## config.mk

```make
export PLATFORM = sky130hd
export DESIGN_NAME = tsc_ring_capture
export DESIGN_NICKNAME = d
export VERILOG_FILES = /design/src/rtl/tsc_ring_capture.sv
export SDC_FILE = /design/constraint.sdc
export NUM_CORES = 1
export LEC_CHECK = 0
export CAP_MARGIN = 40
export CORE_MARGIN = 5
export CORE_UTILIZATION = 55
export CTS_CLUSTER_DIAMETER = 80
export CTS_CLUSTER_SIZE = 14
export DETAILED_ROUTE_END_ITERATION = 8
export PLACE_DENSITY = 0.76
export SKIP_LAST_GASP = 1
export SLEW_MARGIN = 10
export SYNTH_ARGS = -nofsm -noshare
export SYNTH_HDL_FRONTEND = slang
export SYNTH_SLANG_ARGS = --single-unit
```

## constraint.sdc

```tcl
create_clock -name clk -period 2.37 [get_ports clk]
set_input_delay 0.3555 -clock clk [delete_from_list [all_inputs] [get_ports clk]]
set_output_delay 0.3555 -clock clk [all_outputs]
set_load 0.01 [all_outputs]
```

## src/rtl/tsc_ring_capture.sv

```systemverilog
// tsc_ring_capture: trigger-surround capture cache.
// Continuously writes ADC samples into a circular buffer. After PRE samples
// have been stored it arms, detects a threshold trigger in level or
// rising-edge mode, and keeps DEPTH-PRE-1 samples after the trigger. The
// trigger time is latched, and on request the frozen DEPTH-sample window is
// shifted out serially, oldest sample first, MSB first.
//
// Ports:
//   clk, reset   single clock; synchronous active-high reset
//   start        begin a capture run (IDLE only)
//   req          sample strobe qualifying adc_data
//   adc_data     ADC sample
//   trig_level   trigger threshold
//   trig_mode    0 = level, 1 = rising crossing
//   sbf          send-buffer request (DONE only)
//   trd          trigger detected (sticky until next start/reset)
//   cd           transfer complete (sticky until next start/reset)
//   trigtm       timer value at the trigger sample
//   sd, sd_valid serial data bit and its qualifier
//   busy         high outside IDLE
module tsc_ring_capture #(
  parameter int unsigned DATA_W  = 8,
  parameter int unsigned DEPTH   = 32,
  parameter int unsigned PRE     = 16,
  parameter int unsigned TIMER_W = 32
) (
  input  logic               clk,
  input  logic               reset,
  input  logic               start,
  input  logic               req,
  input  logic [DATA_W-1:0]  adc_data,
  input  logic [DATA_W-1:0]  trig_level,
  input  logic               trig_mode,
  input  logic               sbf,
  output logic               trd,
  output logic               cd,
  output logic [TIMER_W-1:0] trigtm,
  output logic               sd,
  output logic               sd_valid,
  output logic               busy
);

  localparam int unsigned AW = $clog2(DEPTH);
  localparam int unsigned BW = (DATA_W > 1) ? $clog2(DATA_W) : 1;
  localparam logic [AW-1:0] LP_PRE    = AW'(PRE);
  localparam logic [AW-1:0] LP_PRE_M1 = AW'(PRE - 1);
  localparam logic [AW-1:0] LP_POST   = AW'(DEPTH - PRE - 1);
  localparam logic [BW-1:0] LP_MSB    = BW'(DATA_W - 1);

  typedef enum logic [2:0] {
    S_IDLE, S_PRE_FILL, S_ARMED, S_POST, S_DONE, S_SEND
  } state_t;

  state_t r_state;
  state_t w_next;

  logic [DATA_W-1:0]  r_buf [DEPTH];
  logic [AW-1:0]      r_wr;
  logic [AW-1:0]      r_fill;
  logic [AW-1:0]      r_post;
  logic [AW-1:0]      r_trig_idx;
  logic [AW-1:0]      r_rd;
  logic [AW-1:0]      r_scnt;
  logic [BW-1:0]      r_bit;
  logic [DATA_W-1:0]  r_prev;
  logic               r_prev_ok;
  logic [TIMER_W-1:0] r_timer;
  logic [TIMER_W-1:0] r_trigtm;
  logic               r_trd;
  logic               r_cd;

  logic w_capture;
  logic w_store;
  logic w_trig;
  logic w_fill_done;
  logic w_post_done;
  logic w_bit_last;
  logic w_send_done;

  assign w_capture   = (r_state == S_PRE_FILL) || (r_state == S_ARMED) ||
                       (r_state == S_POST);
  assign w_store     = w_capture && req;
  // Rising mode needs a previous sample from this run to compare against.
  assign w_trig      = (r_state == S_ARMED) && req && (adc_data >= trig_level) &&
                       (!trig_mode || (r_prev_ok && (r_prev < trig_level)));
  assign w_fill_done = (r_state == S_PRE_FILL) && req && (r_fill == LP_PRE_M1);
  // r_post holds samples still to come; the store that empties it ends capture.
  assign w_post_done = (r_state == S_POST) && req && (r_post == AW'(1));
  assign w_bit_last  = (r_bit == '0);
  assign w_send_done = (r_state == S_SEND) && w_bit_last && (r_scnt == '1);

  always_ff @(posedge clk) begin
    if (reset) r_state <= S_IDLE;
    else       r_state <= w_next;
  end

  always_comb begin
    w_next = r_state;
    case (r_state)
      S_IDLE:     if (start)       w_next = S_PRE_FILL;
      S_PRE_FILL: if (w_fill_done) w_next = S_ARMED;
      S_ARMED:    if (w_trig)      w_next = (LP_POST == '0) ? S_DONE : S_POST;
      S_POST:     if (w_post_done) w_next = S_DONE;
      S_DONE:     if (sbf)         w_next = S_SEND;
      S_SEND:     if (w_send_done) w_next = S_IDLE;
      default:                     w_next = S_IDLE;
    endcase
  end

  always_ff @(posedge clk) begin
    if (!reset && w_store) r_buf[r_wr] <= adc_data;
  end

  always_ff @(posedge clk) begin
    if (reset) begin
      r_wr       <= '0;
      r_fill     <= '0;
      r_post     <= '0;
      r_trig_idx <= '0;
      r_rd       <= '0;
      r_scnt     <= '0;
      r_bit      <= '0;
      r_prev     <= '0;
      r_prev_ok  <= 1'b0;
      r_timer    <= '0;
      r_trigtm   <= '0;
      r_trd      <= 1'b0;
      r_cd       <= 1'b0;
    end else begin
      if ((r_state == S_IDLE) && start) begin
        r_trd     <= 1'b0;
        r_cd      <= 1'b0;
        r_trigtm  <= '0;
        r_fill    <= '0;
        r_timer   <= '0;
        r_wr      <= '0;
        r_prev_ok <= 1'b0;
      end
      if (w_capture) r_timer <= r_timer + 1'b1;
      if (w_store) begin
        r_wr      <= r_wr + 1'b1;
        r_prev    <= adc_data;
        r_prev_ok <= 1'b1;
      end
      if ((r_state == S_PRE_FILL) && req) r_fill <= r_fill + 1'b1;
      if (w_trig) begin
        r_trig_idx <= r_wr;
        r_trigtm   <= r_timer;
        r_trd      <= 1'b1;
        r_post     <= LP_POST;
      end
      if ((r_state == S_POST) && req) r_post <= r_post - 1'b1;
      if ((r_state == S_DONE) && sbf) begin
        // Oldest kept sample sits PRE entries behind the trigger slot.
        r_rd   <= r_trig_idx - LP_PRE;
        r_bit  <= LP_MSB;
        r_scnt <= '0;
      end
      if (r_state == S_SEND) begin
        if (w_bit_last) begin
          r_bit  <= LP_MSB;
          r_rd   <= r_rd + 1'b1;
          r_scnt <= r_scnt + 1'b1;
        end else begin
          r_bit <= r_bit - 1'b1;
        end
        if (w_send_done) r_cd <= 1'b1;
      end
    end
  end

  assign trd      = r_trd;
  assign cd       = r_cd;
  assign trigtm   = r_trigtm;
  assign busy     = (r_state != S_IDLE);
  assign sd_valid = (r_state == S_SEND);
  assign sd       = sd_valid ? r_buf[r_rd][r_bit] : 1'b0;

endmodule

```

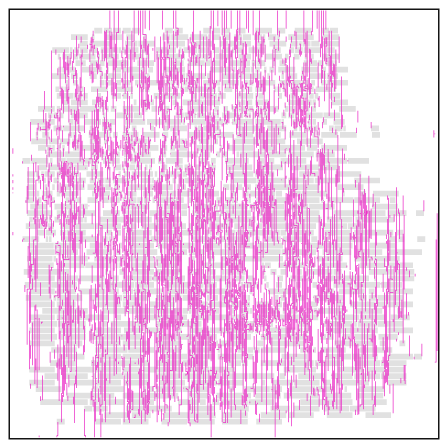
Fig. 1. M2 wires (run 1).
main direction: vertical
share of all routed wire: 49%
met2 Track Usage GR: 0.3970
routed wire length: 38530 um

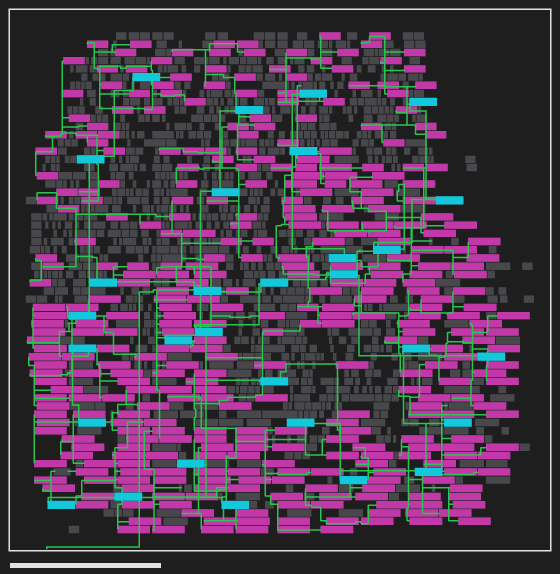
Fig. 2. Routed clock nets over the placement (run 1).
Scale bar: 50 um.
legend:
  cyan:
    item: clock drivers
    count: 30
  green:
    item: clock wires
    length: 3960 um
  magenta:
    item: flip-flops
    count: 367
flops lie: all over the die
Clock Power Share: 0.385
skew final: 0.02607 ns

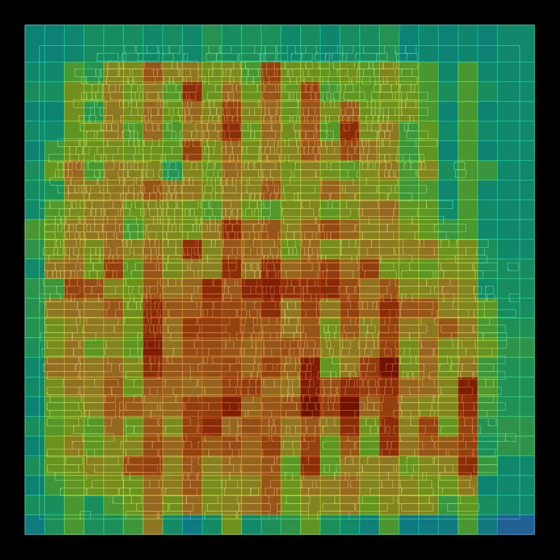
Fig. 3. Routing congestion (run 1).
WL/cell: 21.98 um
busiest layer in global routing: met2
final core utilization: 0.6676

==> flow_summary.toml, run 1 <==
# yosys + openroad results
[run_status]
status = "finished with violations"
violations = "negative setup slack"

[cells_and_area]
final_cell_mix = "edfxtp_1 (256), buf_4 (142), nand2_1 (119)"
clock_buffer_count = 51
sh_comb_area = 0.2889
largest_register_ffs = 256
nets = 1405
buffers_excl_clock = 213
seq_area_frac = 0.5317
clk_share = 0.04623
antenna_cells = 0
seq_area_mm2 = 0.009915
logic_area_mm2 = 0.005388
syn_to_final_growth_pct = 19.29
top_register = "r_buf"
inverters_excl_clock = 21
logic_gates = 721
drive_above_1_share = 0.2131
largest_cell_class = "sequential cells"
n_fill_cell = 2018
nFlopsAndLatches = 367
layout.cells.most_common = "edfxtp_1"
buffer_area_frac = 0.1036

[drt]
dr_wl_met2_um = 18860
highest_layer = "met4"
vias = 10440
wl_met1_um = 15780
met3_length_um = 2815
first_iter_violations = 1092
drc = 0
via_per_inst = 5.954
antenna_left = 0
dr.pass1.iters = 8

[place]
post-place-ws_ns = -0.6157
dp_hpwl_um = 25390
gp_congestion = 0.9417
port_buffers = 58

[pwr]
p_leak_nw = 6.474
power.density_mw_per_mm2 = 635.5
ir_worst_vdd_mv = 0.5168

[setup_path]
crit_top_cell = "buf_12"
cp.depth = 9
cp_cell_sequence = "buf_12 -> buf_12 -> mux4_2 -> nor3_1 -> or4_4 -> a31oi_1 -> a21oi_1 -> a211oi_2 -> buf_2"
cp_num_buf_inv = 3
ff2ff_setup_slack_ns = 0.12
r2r_cells = 8
max_stage_delay_ns = 0.53
crit_family = "simple AND/OR/NAND/NOR gates"
path_class = "register to output port"
r2r_start = "r_state[2]$_SDFFE_PP0P_"
worstPathMaxFanout = 10
r2r-end = "r_timer[31]$_SDFFE_PP0P_"
arrival_ns = 2.86
worstSetupEndpoint = "sd"
start_kind = "register"
cp-end-kind = "output port"
critPathLaunch = "r_rd[0]$_SDFF_PP0_"
slowest_stage = "or4_4"
critPathRequiredTime_ns = 2.01

[final_timing]
finalHoldViolations = 0
setup_ws_ns = -0.8427
worstMarginPinSlew_ns = 0.5799
max_freq_mhz = 311.3
period_minus_slack_ns = 3.213
maxSlewHeadroom = 0.6134
slew_viol_final = 0
whs_ns = 0.1446
setup_violations = 1
rsz0062_at_grt = "yes"
fin_crit_sh = 1.356

[clock_tree]
clk_latency_ns = 0.58
htree_levels = 1
cts_setup_buffers = 4
cts_tree = "yes"
path_clk_slew_ns = 0.07
cts_resized = 12
cts_sinks = 367
cts.path.max_buffers = 3
cts-buffers-inserted = 30

[synthesis]
edf_count = 256
ys_seq_share = 0.6339
synth_cell_type_count = 63
largest_area_cell = "edfxtp_1"
ys_sh_adder = 0.02321
ys_area_mm2 = 0.01563
syn-num-nets = 1226
xor_area_frac = 0.0005603
synth-simple-area-share = 0.1271
yosys_cells = 1175
yosysWarnings = 0
ff_type = "edfxtp_1"
avgSynthCellArea_um2 = 13.30
synthTopCellsByArea = "edfxtp_1 (49%), dfxtp_1 (14%), mux4_2 (8.1%), mux2i_1 (3.3%), nand2_1 (2.9%)"
syn_area_mm2 = 0.01563
ys_ff = 367
ys_sh_aoi = 0.07003
top_cell = "edfxtp_1"
syn_inst = 1175
logic_family = "simple AND/OR/NAND/NOR gates"
synthMuxAreaShare = 0.1184
yosys-top-cells-count = "edfxtp_1 (256), nand2_1 (119), dfxtp_1 (111)"
yosysTopAreaCellShare = 0.4918
async_flop_share = 0

[global_route]
grtUsageMet1 = 0.3417
grt_first_pass_wirelength_um = 59200
grtUsageTotal = 0.2430
grt-ovfl-total = 0
grt_start_max_net_pins = 62
grt_pass1_vias = 10240
antenna_found_initial = 0
gr-usage-met3 = 0.03773

[floorplan]
die_h_um = 178.6
num_rows = 61
taps = 378
core-area_mm2 = 0.02793
dieWidth_um = 178.6
ioPinCount = 59
die_area_mm2 = 0.03189

[hold_path]
hold_path.class = "primary input to register"
hold_end = "r_timer[7]$_SDFFE_PP0P_"
hold_depth = 2
worstHoldStart = "reset"
## run 1: through the flow
stage                       util  area [um2]  TNS, ns  power [W]  std cells
after floorplan                -       15640        0   0.007194       1175
after global placement    0.6283       17550   -17.12   0.007406       1691
after detailed placement  0.6283       17550   -17.86   0.007416       1691
after CTS                 0.6640       18550  -0.7940    0.01191       1750
after global routing      0.6676       18650  -0.9382    0.01222       1753
final                     0.6676       18650  -0.8427    0.01185       1753
## run 1: power by group
group | switching [W] | internal [W] | leakage [nW] | total [W]
logic | 0.000272 | 0.000146 | 2.87 | 0.000418
clock network | 0.00219 | 0.00238 | 0.408 | 0.00457
registers | 0.0000105 | 0.00686 | 3.20 | 0.00687
total | 0.00247 | 0.00938 | 6.47 | 0.0119
==> inputs of run 2 (changes only) <==
Settings changed: CTS_CLUSTER_SIZE 14 to 10.
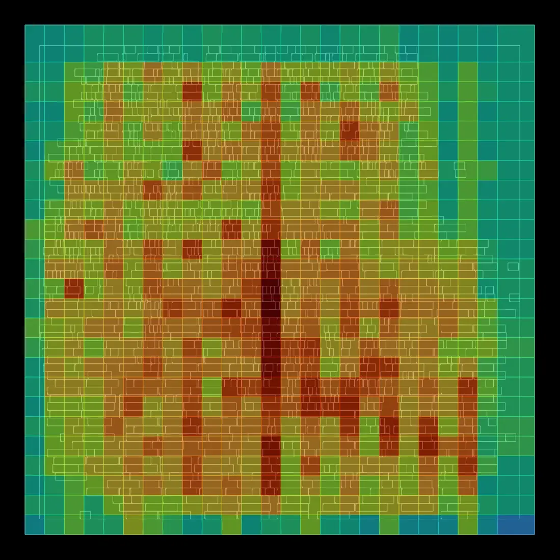
Fig. 4. Routing congestion (run 2).
final core utilization: 0.6780
GRT Total Usage: 0.2454
met2 Track Usage GR: 0.4008
M1 GR Usage: 0.3438
met3 Use GR: 0.04197

==> flow_summary.toml, run 2 <==
# yosys + openroad results
[floorplan]
num_rows = 61
core-area_mm2 = 0.02793
ioPinCount = 59
die_h_um = 178.6
dieWidth_um = 178.6

[run_status]
status = "finished with violations"
violations = "negative setup slack"

[place]
post-place-ws_ns = -0.6157
postPlaceCellArea_mm2 = 0.01755
gp_congestion = 0.9417
dp_cells = 1691

[setup_path]
cp-end-kind = "output port"
path_class = "register to output port"
cp_cell_sequence = "buf_4 -> mux4_2 -> and2_0 -> a2111oi_1 -> or4_4 -> a31oi_1 -> a21oi_1 -> a211oi_2 -> buf_2"
max_stage_delay_ns = 0.50
worstSetupEndpoint = "sd"
r2r_start = "r_state[2]$_SDFFE_PP0P_"
critPathLaunch = "r_rd[0]$_SDFF_PP0_"
arrival_ns = 2.82
worstPathMaxFanout = 5
r2r-end = "r_timer[31]$_SDFFE_PP0P_"
r2r_cells = 8
start_kind = "register"
slowest_stage = "mux4_2"
cp.depth = 9

[global_route]
grt-ovfl-total = 0
grt_busiest_layer = "met2"
antenna_found_initial = 0

[final_timing]
setup_violations = 1
period_minus_slack_ns = 3.171
maxSlewHeadroom = 0.6081
rsz0062_at_grt = "yes"
setup_ws_ns = -0.8015
slew_viol_final = 0
max_freq_mhz = 315.3

[pwr]
switchingPower_w = 0.002667
clkPwrFrac = 0.437
pwr-share-comb = 0.032
power.density_mw_per_mm2 = 684.3
power_frac_seq = 0.531
pg_clk_w = 0.00567
seq_cell_power_w = 0.00688
finalPower_w = 0.01296
internal_power_w = 0.01029

[drt]
first_iter_violations = 1001
vias = 10570
met3_length_um = 2734
dr.pass1.iters = 7
dr_wl_met2_um = 18860
via_per_inst = 5.991
drc = 0

[synthesis]
avgSynthCellArea_um2 = 13.30
async_flop_share = 0
synthTopCellsByArea = "edfxtp_1 (49%), dfxtp_1 (14%), mux4_2 (8.1%), mux2i_1 (3.3%), nand2_1 (2.9%)"
syn_area_mm2 = 0.01563
yosysWarnings = 0
ff_type = "edfxtp_1"
syn-num-nets = 1226
ys_ff = 367
syn_inst = 1175
synth_cell_type_count = 63
yosys-top-cells-count = "edfxtp_1 (256), nand2_1 (119), dfxtp_1 (111)"
yosysTopAreaCellShare = 0.4918
top_cell = "edfxtp_1"

[cells_and_area]
n_fill_cell = 1977
top_register = "r_buf"
syn_to_final_growth_pct = 21.16
stdcell_area_mm2 = 0.01894
final_cell_mix = "edfxtp_1 (256), buf_4 (144), nand2_1 (119)"
final_cells = 1765
antenna_cells = 0

[clock_tree]
cts_setup_buffers = 5
cts-buffers-inserted = 42
cts_sinks = 367
cts_resized = 8
cts_tree = "yes"

[hold_path]
hold_path.class = "primary input to register"
hold_depth = 2
[run 2: cell counts after synthesis]
No cell type changed its count.
[run 2: layout make-up]
| cell class | instances | area, um2 | area share |
|---|---|---|---|
| clock buffers | 61 | 1132 | 0.05978 |
| clock inverters | 3 | 33.78 | 0.001784 |
| inverters | 21 | 78.83 | 0.004162 |
| multi-input cells | 721 | 5381 | 0.2841 |
| flip-flops and latches | 367 | 9915 | 0.5235 |
| well taps | 378 | 473.0 | 0.02497 |
| repair buffers | 214 | 1927 | 0.1017 |
[run 2: kinds of logic after synthesis]
family / synth area share
muxes: 0.1184
and+or+nand+nor: 0.1271
AOI/OAI and AO/OA: 0.07003
buffers and inverters: 0.02681
DFF: 0.6339
adders and majority gates: 0.02321
xor gates and xnor gates: 0.0005604
==> inputs of run 3 (changes only) <==
Settings changed: CTS_CLUSTER_SIZE 10 to default.
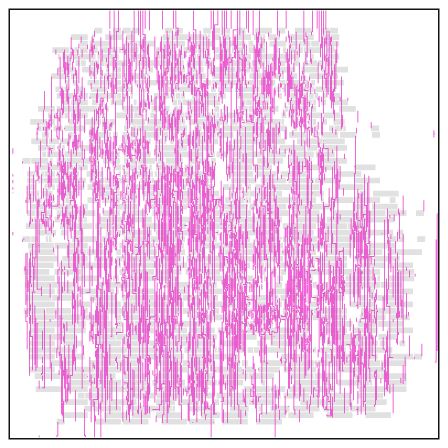
Fig. 5. M2 wires (run 3).
share of all routed wire: 49%
main direction: vertical
routed wire length: 39350 um
routed vias: 10540

==> flow_summary.toml, run 3 <==
# yosys + openroad results
[pwr]
power_frac_seq = 0.517
switchingPower_w = 0.002716
switching_share = 0.2045
internal_power_w = 0.01057
pg_comb_w = 0.000421
pg_clk_w = 0.00599
clkPwrFrac = 0.451
seq_cell_power_w = 0.00687
p_leak_nw = 6.716

[cells_and_area]
largest_register_ffs = 256
clock_buffer_count = 49
sh_comb_area = 0.2826
buffers_excl_clock = 215
stdcell_area_mm2 = 0.01907
final_cells = 1771
layout.cells.most_common = "edfxtp_1"
seq_area_mm2 = 0.009915
syn_to_final_growth_pct = 22.02
clk_share = 0.06560
largest_cell_class = "sequential cells"
final_cell_mix = "edfxtp_1 (256), buf_4 (141), nand2_1 (119)"
nFlopsAndLatches = 367
antenna_cells = 0

[drt]
wl_per_cell_um = 22.22
wl_met1_um = 16320
first_iter_violations = 1073
drc = 0
dr.pass1.iters = 6
via_per_inst = 5.950
highest_layer = "met4"

[synthesis]
avgSynthCellArea_um2 = 13.30
ys_ff = 367
synthTopCellsByArea = "edfxtp_1 (49%), dfxtp_1 (14%), mux4_2 (8.1%), mux2i_1 (3.3%), nand2_1 (2.9%)"
largest_area_cell = "edfxtp_1"
syn-num-nets = 1226
yosysTopAreaCellShare = 0.4918
yosys-top-cells-count = "edfxtp_1 (256), nand2_1 (119), dfxtp_1 (111)"

[global_route]
grt-ovfl-total = 0
grtUsageMet2 = 0.4066
grt_first_pass_wirelength_um = 59700
grt_pass1_vias = 10400
antenna_found_initial = 0
grtUsageTotal = 0.2447

[hold_path]
worstHoldStart = "reset"

[run_status]
violations = "negative setup slack"
status = "finished with violations"

[floorplan]
core-area_mm2 = 0.02793
dieWidth_um = 178.6
die_h_um = 178.6
die_area_mm2 = 0.03189
taps = 378

[clock_tree]
cts_resized = 11
path_clk_slew_ns = 0.07
htree_levels = 2
clk_latency_ns = 0.53

[final_timing]
rsz0062_at_grt = "yes"
fin_crit_sh = 1.313
maxSlewHeadroom = 0.6011
setup_violations = 1
max_freq_mhz = 321.4
setup_ws_ns = -0.7410
worstMarginPinSlew_ns = 0.5984
slew_viol_final = 0
finalSetupTns_ns = -0.7410
whs_ns = 0.1950
finalHoldViolations = 0

[place]
dp_hpwl_um = 25390
port_buffers = 58
postPlaceCellArea_mm2 = 0.01755
gp_congestion = 0.9417

[setup_path]
r2r_cells = 8
r2r-end = "r_timer[31]$_SDFFE_PP0P_"
max_stage_delay_ns = 0.51
arrival_ns = 2.76
start_kind = "register"
critPathRequiredTime_ns = 2.01
crit_top_cell = "buf_12"
path_class = "register to output port"
worstSetupEndpoint = "sd"
ff2ff_setup_slack_ns = 0.10
critPathLaunch = "r_rd[0]$_SDFF_PP0_"
crit_family = "AND-OR/OR-AND gates"
worstPathMaxFanout = 10
r2r_start = "r_state[2]$_SDFFE_PP0P_"
[run 3: metrics by stage]
stage / setup slack (ns) / total power (W)
2_1_floorplan: 0.04818 / 0.007194
3_3_place_gp: -0.5743 / 0.007406
3_5_place_dp: -0.6157 / 0.007416
4_1_cts: -0.7367 / 0.01334
5_1_grt: -0.8343 / 0.01364
6_report: -0.7410 / 0.01328
[run 3: kinds of logic (layout without fill, tap and decap cells)]
| kind of cell | count (synthesis) | count (layout) | synth area share |
|---|---|---|---|
| simple gates | 406 | 406 | 0.1271 |
| flops | 367 | 367 | 0.6339 |
| compound gates | 171 | 171 | 0.07003 |
| mux | 114 | 114 | 0.1184 |
| buf+inv | 87 | 305 | 0.02681 |
| fa+ha+maj | 29 | 29 | 0.02321 |
| xor+xnor | 1 | 1 | 0.0005604 |
No activity file was given, so power comes from the tool's default toggle rates.
